==> config.mk <==
export PLATFORM = sky130hd
export DESIGN_NAME = dma_xfer_engine_flat
export DESIGN_NICKNAME = d
export VERILOG_FILES = /design/src/rtl/dma_xfer_engine_if.sv /design/src/rtl/dma_xfer_engine.sv /design/src/flat_wrapper.sv
export SDC_FILE = /design/constraint.sdc
export NUM_CORES = 1
export LEC_CHECK = 0
export CAP_MARGIN = 20
export CORE_MARGIN = 5
export CORE_UTILIZATION = 58
export CTS_CLUSTER_SIZE = 12
export DETAILED_ROUTE_END_ITERATION = 10
export DONT_BUFFER_PORTS = 1
export PLACE_DENSITY = 0.78
export SLEW_MARGIN = 20
export SYNTH_ARGS = -nofsm -noshare
export SYNTH_HDL_FRONTEND = slang
export SYNTH_SLANG_ARGS = --single-unit
==> constraint.sdc <==
create_clock -name clock_i -period 5.57 [get_ports clock_i]
set_clock_uncertainty 0.2 [all_clocks]
set_input_delay 0.557 -clock clock_i [delete_from_list [all_inputs] [get_ports clock_i]]
set_output_delay 0.557 -clock clock_i [all_outputs]
set_load 0.05 [all_outputs]
==> src/rtl/dma_xfer_engine_if.sv <==
// Control and memory-port bundle for the DMA transfer engine.
// Latency: wiring only. Backpressure: bus grant (ack) pauses the engine between words.
// master = engine side (drives hold/status/addresses/write strobes); slave = CPU/arbiter/memory side.
interface dma_xfer_engine_if #(
  parameter int ADDR_W = 32,
  parameter int DATA_W = 32,
  parameter int LEN_W  = 16
);
  // control registers and arbiter
  logic              start;
  logic              dir;        // 0: RAM -> disk, 1: disk -> RAM
  logic [ADDR_W-1:0] ram_base;
  logic [ADDR_W-1:0] disk_base;
  logic [LEN_W-1:0]  length;
  logic              abort;
  logic              ack;
  logic              hold;
  logic              busy;
  logic              done;
  logic              aborted;
  // RAM port
  logic [ADDR_W-1:0] ram_addr;
  logic [DATA_W-1:0] ram_wdata;
  logic              ram_we;
  logic [DATA_W-1:0] ram_rdata;
  // disk port
  logic [ADDR_W-1:0] disk_addr;
  logic [DATA_W-1:0] disk_wdata;
  logic              disk_we;
  logic [DATA_W-1:0] disk_rdata;

  modport master (
    input  start, dir, ram_base, disk_base, length, abort, ack, ram_rdata, disk_rdata,
    output hold, busy, done, aborted, ram_addr, ram_wdata, ram_we, disk_addr, disk_wdata, disk_we
  );

  modport slave (
    output start, dir, ram_base, disk_base, length, abort, ack, ram_rdata, disk_rdata,
    input  hold, busy, done, aborted, ram_addr, ram_wdata, ram_we, disk_addr, disk_wdata, disk_we
  );
endinterface

==> src/rtl/dma_xfer_engine.sv <==
// Single-channel DMA engine: copies `length` words RAM<->disk at ascending addresses.
// Latency: 2 cycles/word (READ, WRITE) + 1 REQ cycle + 1 DONE cycle; zero length -> done next cycle.
// Backpressure: ack low at a READ parks the engine in REQ (hold kept high) until the grant returns.
//
// Ports: clock_i, reset_n_i (async, active low); bus (dma_xfer_engine_if.master) carries
//   start/dir/ram_base/disk_base/length/abort/ack in, hold/busy/done/aborted out, and the
//   RAM and disk ports (addr/wdata/we out, rdata in, rdata one cycle after addr).
// Optional feature macro: DMA_ABORT_EN (abort input cancels an active transfer).
module dma_xfer_engine #(
  parameter int ADDR_W = 32,
  parameter int DATA_W = 32,
  parameter int LEN_W  = 16
) (
  input  logic               clock_i,
  input  logic               reset_n_i,
  dma_xfer_engine_if.master  bus
);

  typedef enum logic [2:0] {
    S_IDLE,
    S_REQ,
    S_READ,
    S_WRITE,
    S_DONE
  } state_t;

  state_t            state_q;
  logic              dir_q;
  logic [ADDR_W-1:0] ram_base_q;
  logic [ADDR_W-1:0] disk_base_q;
  logic [LEN_W-1:0]  len_q;
  logic [LEN_W-1:0]  idx_q;
  logic              hold_q;
  logic              busy_q;
  logic              done_q;
  logic              aborted_q;
  logic [ADDR_W-1:0] ram_addr_q;
  logic [ADDR_W-1:0] disk_addr_q;
  logic              ram_we_q;
  logic              disk_we_q;

  // Word index the next registered address refers to: leaving WRITE the
  // index advances in the same edge, so the following READ must use idx+1.
  logic [LEN_W-1:0]  idx_d;
  logic [ADDR_W-1:0] ram_addr_d;
  logic [ADDR_W-1:0] disk_addr_d;
  logic              abort_hit;

  always_comb begin
    idx_d       = (state_q == S_WRITE) ? idx_q + LEN_W'(1) : idx_q;
    ram_addr_d  = ram_base_q + ADDR_W'(idx_d);
    disk_addr_d = disk_base_q + ADDR_W'(idx_d);
  end

`ifdef DMA_ABORT_EN
  assign abort_hit = bus.abort &&
                     ((state_q == S_REQ) || (state_q == S_READ) || (state_q == S_WRITE));
`else
  logic unused_abort;
  assign unused_abort = bus.abort;
  assign abort_hit    = 1'b0;
`endif

  always_ff @(posedge clock_i or negedge reset_n_i) begin
    if (!reset_n_i) begin
      state_q     <= S_IDLE;
      dir_q       <= 1'b0;
      ram_base_q  <= '0;
      disk_base_q <= '0;
      len_q       <= '0;
      idx_q       <= '0;
      hold_q      <= 1'b0;
      busy_q      <= 1'b0;
      done_q      <= 1'b0;
      aborted_q   <= 1'b0;
      ram_addr_q  <= '0;
      disk_addr_q <= '0;
      ram_we_q    <= 1'b0;
      disk_we_q   <= 1'b0;
    end else begin
      // pulses and write strobes default low every cycle
      done_q    <= 1'b0;
      aborted_q <= 1'b0;
      ram_we_q  <= 1'b0;
      disk_we_q <= 1'b0;
      if (abort_hit) begin
        state_q   <= S_IDLE;
        hold_q    <= 1'b0;
        busy_q    <= 1'b0;
        aborted_q <= 1'b1;
      end else begin
        case (state_q)
          S_IDLE: begin
            if (bus.start) begin
              dir_q       <= bus.dir;
              ram_base_q  <= bus.ram_base;
              disk_base_q <= bus.disk_base;
              len_q       <= bus.length;
              idx_q       <= '0;
              busy_q      <= 1'b1;
              if (bus.length == '0) begin
                // nothing to move: complete without ever requesting the bus
                state_q <= S_DONE;
                done_q  <= 1'b1;
              end else begin
                state_q <= S_REQ;
                hold_q  <= 1'b1;
              end
            end
          end
          S_REQ: begin
            if (bus.ack) begin
              state_q <= S_READ;
              if (dir_q) disk_addr_q <= disk_addr_d;
              else       ram_addr_q  <= ram_addr_d;
            end
          end
          S_READ: begin
            if (!bus.ack) begin
              // grant withdrawn: this read is discarded and redone after REQ
              state_q <= S_REQ;
            end else begin
              state_q <= S_WRITE;
              if (dir_q) begin
                ram_addr_q <= ram_addr_d;
                ram_we_q   <= 1'b1;
              end else begin
                disk_addr_q <= disk_addr_d;
                disk_we_q   <= 1'b1;
              end
            end
          end
          S_WRITE: begin
            idx_q <= idx_d;
            if (idx_d == len_q) begin
              state_q <= S_DONE;
              done_q  <= 1'b1;
              hold_q  <= 1'b0;
            end else begin
              state_q <= S_READ;
              if (dir_q) disk_addr_q <= disk_addr_d;
              else       ram_addr_q  <= ram_addr_d;
            end
          end
          S_DONE: begin
            state_q <= S_IDLE;
            busy_q  <= 1'b0;
          end
          default: begin
            state_q <= S_IDLE;
            hold_q  <= 1'b0;
            busy_q  <= 1'b0;
          end
        endcase
      end
    end
  end

  assign bus.hold      = hold_q;
  assign bus.busy      = busy_q;
  assign bus.done      = done_q;
  assign bus.aborted   = aborted_q;
  assign bus.ram_addr  = ram_addr_q;
  assign bus.disk_addr = disk_addr_q;
  // an abort seen during WRITE must kill the strobe already registered for this cycle
  assign bus.ram_we    = ram_we_q & ~abort_hit;
  assign bus.disk_we   = disk_we_q & ~abort_hit;
  // read data is passed straight through to the destination during WRITE
  assign bus.ram_wdata  = (state_q == S_WRITE && dir_q)  ? bus.disk_rdata : '0;
  assign bus.disk_wdata = (state_q == S_WRITE && !dir_q) ? bus.ram_rdata  : '0;

endmodule
==> src/flat_wrapper.sv <==
// flat-port wrapper written by rule: the top's interface ports become plain ports
module dma_xfer_engine_flat 
#(
  parameter int ADDR_W = 32,
  parameter int DATA_W = 32,
  parameter int LEN_W  = 16
)
  (clock_i, reset_n_i, bus_start, bus_dir, bus_ram_base, bus_disk_base, bus_length, bus_abort, bus_ack, bus_ram_rdata, bus_disk_rdata, bus_hold, bus_busy, bus_done, bus_aborted, bus_ram_addr, bus_ram_wdata, bus_ram_we, bus_disk_addr, bus_disk_wdata, bus_disk_we);
  dma_xfer_engine_if #(.ADDR_W(ADDR_W), .DATA_W(DATA_W), .LEN_W(LEN_W)) bus_i ();
  input  logic clock_i;
  input  logic reset_n_i;
  input wire logic [$bits(bus_i.start)-1:0] bus_start;
  input wire logic [$bits(bus_i.dir)-1:0] bus_dir;
  input wire logic [$bits(bus_i.ram_base)-1:0] bus_ram_base;
  input wire logic [$bits(bus_i.disk_base)-1:0] bus_disk_base;
  input wire logic [$bits(bus_i.length)-1:0] bus_length;
  input wire logic [$bits(bus_i.abort)-1:0] bus_abort;
  input wire logic [$bits(bus_i.ack)-1:0] bus_ack;
  input wire logic [$bits(bus_i.ram_rdata)-1:0] bus_ram_rdata;
  input wire logic [$bits(bus_i.disk_rdata)-1:0] bus_disk_rdata;
  output wire logic [$bits(bus_i.hold)-1:0] bus_hold;
  output wire logic [$bits(bus_i.busy)-1:0] bus_busy;
  output wire logic [$bits(bus_i.done)-1:0] bus_done;
  output wire logic [$bits(bus_i.aborted)-1:0] bus_aborted;
  output wire logic [$bits(bus_i.ram_addr)-1:0] bus_ram_addr;
  output wire logic [$bits(bus_i.ram_wdata)-1:0] bus_ram_wdata;
  output wire logic [$bits(bus_i.ram_we)-1:0] bus_ram_we;
  output wire logic [$bits(bus_i.disk_addr)-1:0] bus_disk_addr;
  output wire logic [$bits(bus_i.disk_wdata)-1:0] bus_disk_wdata;
  output wire logic [$bits(bus_i.disk_we)-1:0] bus_disk_we;
  assign bus_i.start = bus_start;
  assign bus_i.dir = bus_dir;
  assign bus_i.ram_base = bus_ram_base;
  assign bus_i.disk_base = bus_disk_base;
  assign bus_i.length = bus_length;
  assign bus_i.abort = bus_abort;
  assign bus_i.ack = bus_ack;
  assign bus_i.ram_rdata = bus_ram_rdata;
  assign bus_i.disk_rdata = bus_disk_rdata;
  assign bus_hold = bus_i.hold;
  assign bus_busy = bus_i.busy;
  assign bus_done = bus_i.done;
  assign bus_aborted = bus_i.aborted;
  assign bus_ram_addr = bus_i.ram_addr;
  assign bus_ram_wdata = bus_i.ram_wdata;
  assign bus_ram_we = bus_i.ram_we;
  assign bus_disk_addr = bus_i.disk_addr;
  assign bus_disk_wdata = bus_i.disk_wdata;
  assign bus_disk_we = bus_i.disk_we;
  dma_xfer_engine #(.ADDR_W(ADDR_W), .DATA_W(DATA_W), .LEN_W(LEN_W)) u_core (.clock_i(clock_i), .reset_n_i(reset_n_i), .bus(bus_i));
endmodule
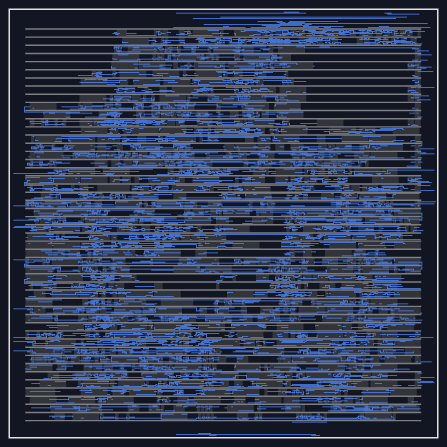
Figure 1: the metal 1 layer.
Scale: 3 px per um. Supply wires on this layer in gray. Cells faint in the background.
share of all routed wire = 42%
wire length on this layer = 11200 um
main direction = horizontal

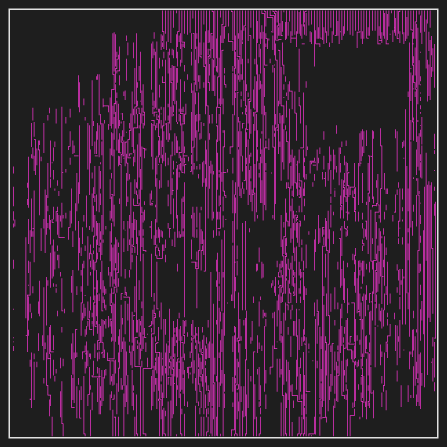
Figure 2: the metal 2 layer.
Scale: 3 px per um.
wire length on this layer = 12800 um
nets with wire on the layer = 1053
longest straight run = 97.9 um

==> reports/metrics.csv <==
stage;metric;value;unit
critical_path;crit_end;u_core.bus.ram_addr[30];
drt;vias_per_cell;5.96;
synth;postSynthSeqShare;0.416;
critical_path;crit_chain;nand3b_4 > inv_2 > ha_1 > inv_1 > ha_1 > inv_1 > fa_1 > nand2b_1 > a21oi_1 > o41ai_1 > o21bai_1 > a21oi_1 > a21oi_1 > nand3_1 > xnor2_1 > mux2_1;
power_and_ir_drop;power-per-cell-area;661;nW/um^2
sta;slew_headroom;0.285;
die;ioPinCount;284;
clock_network;numClockSinks;169;
power_and_ir_drop;max-vdd-ir-drop;394;uV
sta;worstMarginPinSlew;1.07;ns
worst_hold_path;min_delay_path_depth;2;
power_and_ir_drop;power_frac_seq;0.430;
run_status;status;finished clean;
drt;routed-wl-met2;12.8;mm
critical_path;critPathBufInv;3;
critical_path;path_class;reg -> reg;
clock_network;postCtsSetupBuffers;0;
synth;synth_cells;1101;
layout;final_layout_top_logic_cell;nand2_1;
drt;firstDrtPassIters;5;
placement;gp_congestion;0.913;
synth;top_cells_by_area;dfrtp_1 42%, nand2_1 9.9%, ha_1 5.1%;
power_and_ir_drop;p_int;3.67;mW
run;maxCapViolations;0;
grt;met1_usage;0.344;
critical_path;path_depth;16;
grt;grt_max_degree;170;
synth;ys_sh_simple;0.235;
sta;fin_crit;4.62;ns
drt;drc_errors;0;
sta;hold_viol_final;0;
sta;timing.fmax;0.216;GHz
synth;top_cell_area_share;0.416;
die;dieWidth;142;um
placement;placed_cell_area;10200;sq um
layout;drive_gt1_frac;0.111;
sta;setup-tns-final;0;ns
sta;finalSetupViolCount;0;
critical_path;timing.rr.end;u_core.bus.ram_addr[30];
critical_path;slowest_stage;dfrtp_1;
grt;overflow;0;
synth;ys_sh_mux;0.0922;
clock_network;clk_pin_slew;0.07;ns
power_and_ir_drop;power_clock;1.20;mW
clock_network;post_cts_resized;0;
worst_hold_path;hold_path_end;u_core.ram_base_q[28];
grt;gr-usage-met2;0.417;
synth;ys_sh_aoi;0.0902;
critical_path;r2r_start;u_core.state_q[1];
power_and_ir_drop;p_comb_frac;0.402;
drt;wire_per_inst;20.2;um
sta;fin_ws;0.950;ns
synth;ys_sh_adder;0.0545;
placement;hpwl;19.5;mm
synth;top_area_cell;dfrtp_1;
sta;rsz0062_at_grt;no;
critical_path;startpoint_type;flip-flop;
grt;antenna_found_initial;3;
grt;grt_pass1_vias;7523;
clock_network;clk_path_buf_depth;2;
layout;area_growth_syn_to_layout;6.54;%
synth;yosys_cells;1101;
clock_network;cts_max_level;4;
synth;edf_count;0;
critical_path;rr_worst_depth;16;
die;die_area;20300;sq um
synth;synth.avg_cell_area;9.22;sq um
synth;ff_type;dfrtp_1;
drt;dr.first_iter.drc_count;572;
synth;top_logic_kind;simple AND/OR/NAND/NOR gates;
die;dieHeight;142;um
drt;vias;7785;
drt;ant_nets;0;
synth;top_cells_by_count;267 x nand2_1, 169 x dfrtp_1, 76 x and3_1;
layout;inverters_excl_clock;36;
layout;seq_cells;169;
layout;antenna_cells_inserted;1;
placement;dp_slack;0.998;ns
sta;holdWs;0.0251;ns
power_and_ir_drop;p_clk_frac;0.168;
layout;layout_top_cells;267 x nand2_1, 169 x dfrtp_1, 76 x and3_1;
layout;comb_cells;835;
sta;slew_viol_final;0;
clock_network;ctsHoldBuffers;2;
critical_path;worstSetupEndpointType;flip-flop;
layout;nClkBuffers;19;
worst_hold_path;holdCritStartpoint;bus_ram_base[28];
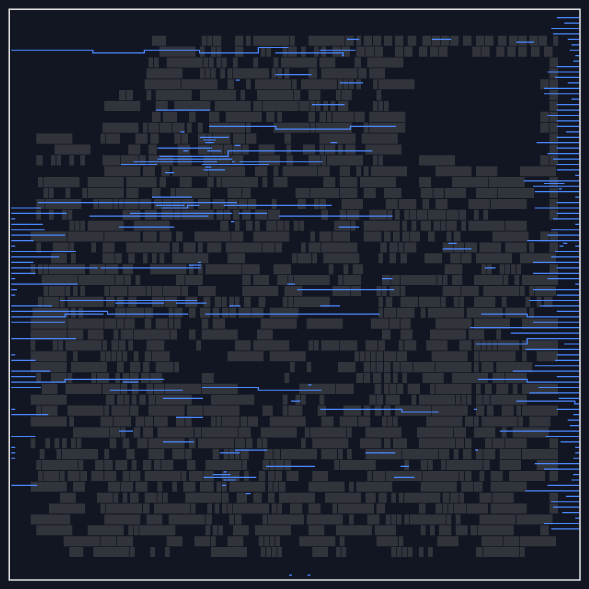
Figure 3: the metal 3 layer.
Scale: 4 px per um. Cells faint in the background.
main direction = horizontal
share of all routed wire = 7.4%
longest straight run = 49.5 um
wire length on this layer = 1960 um

Power is estimated from default activity; no workload was simulated.
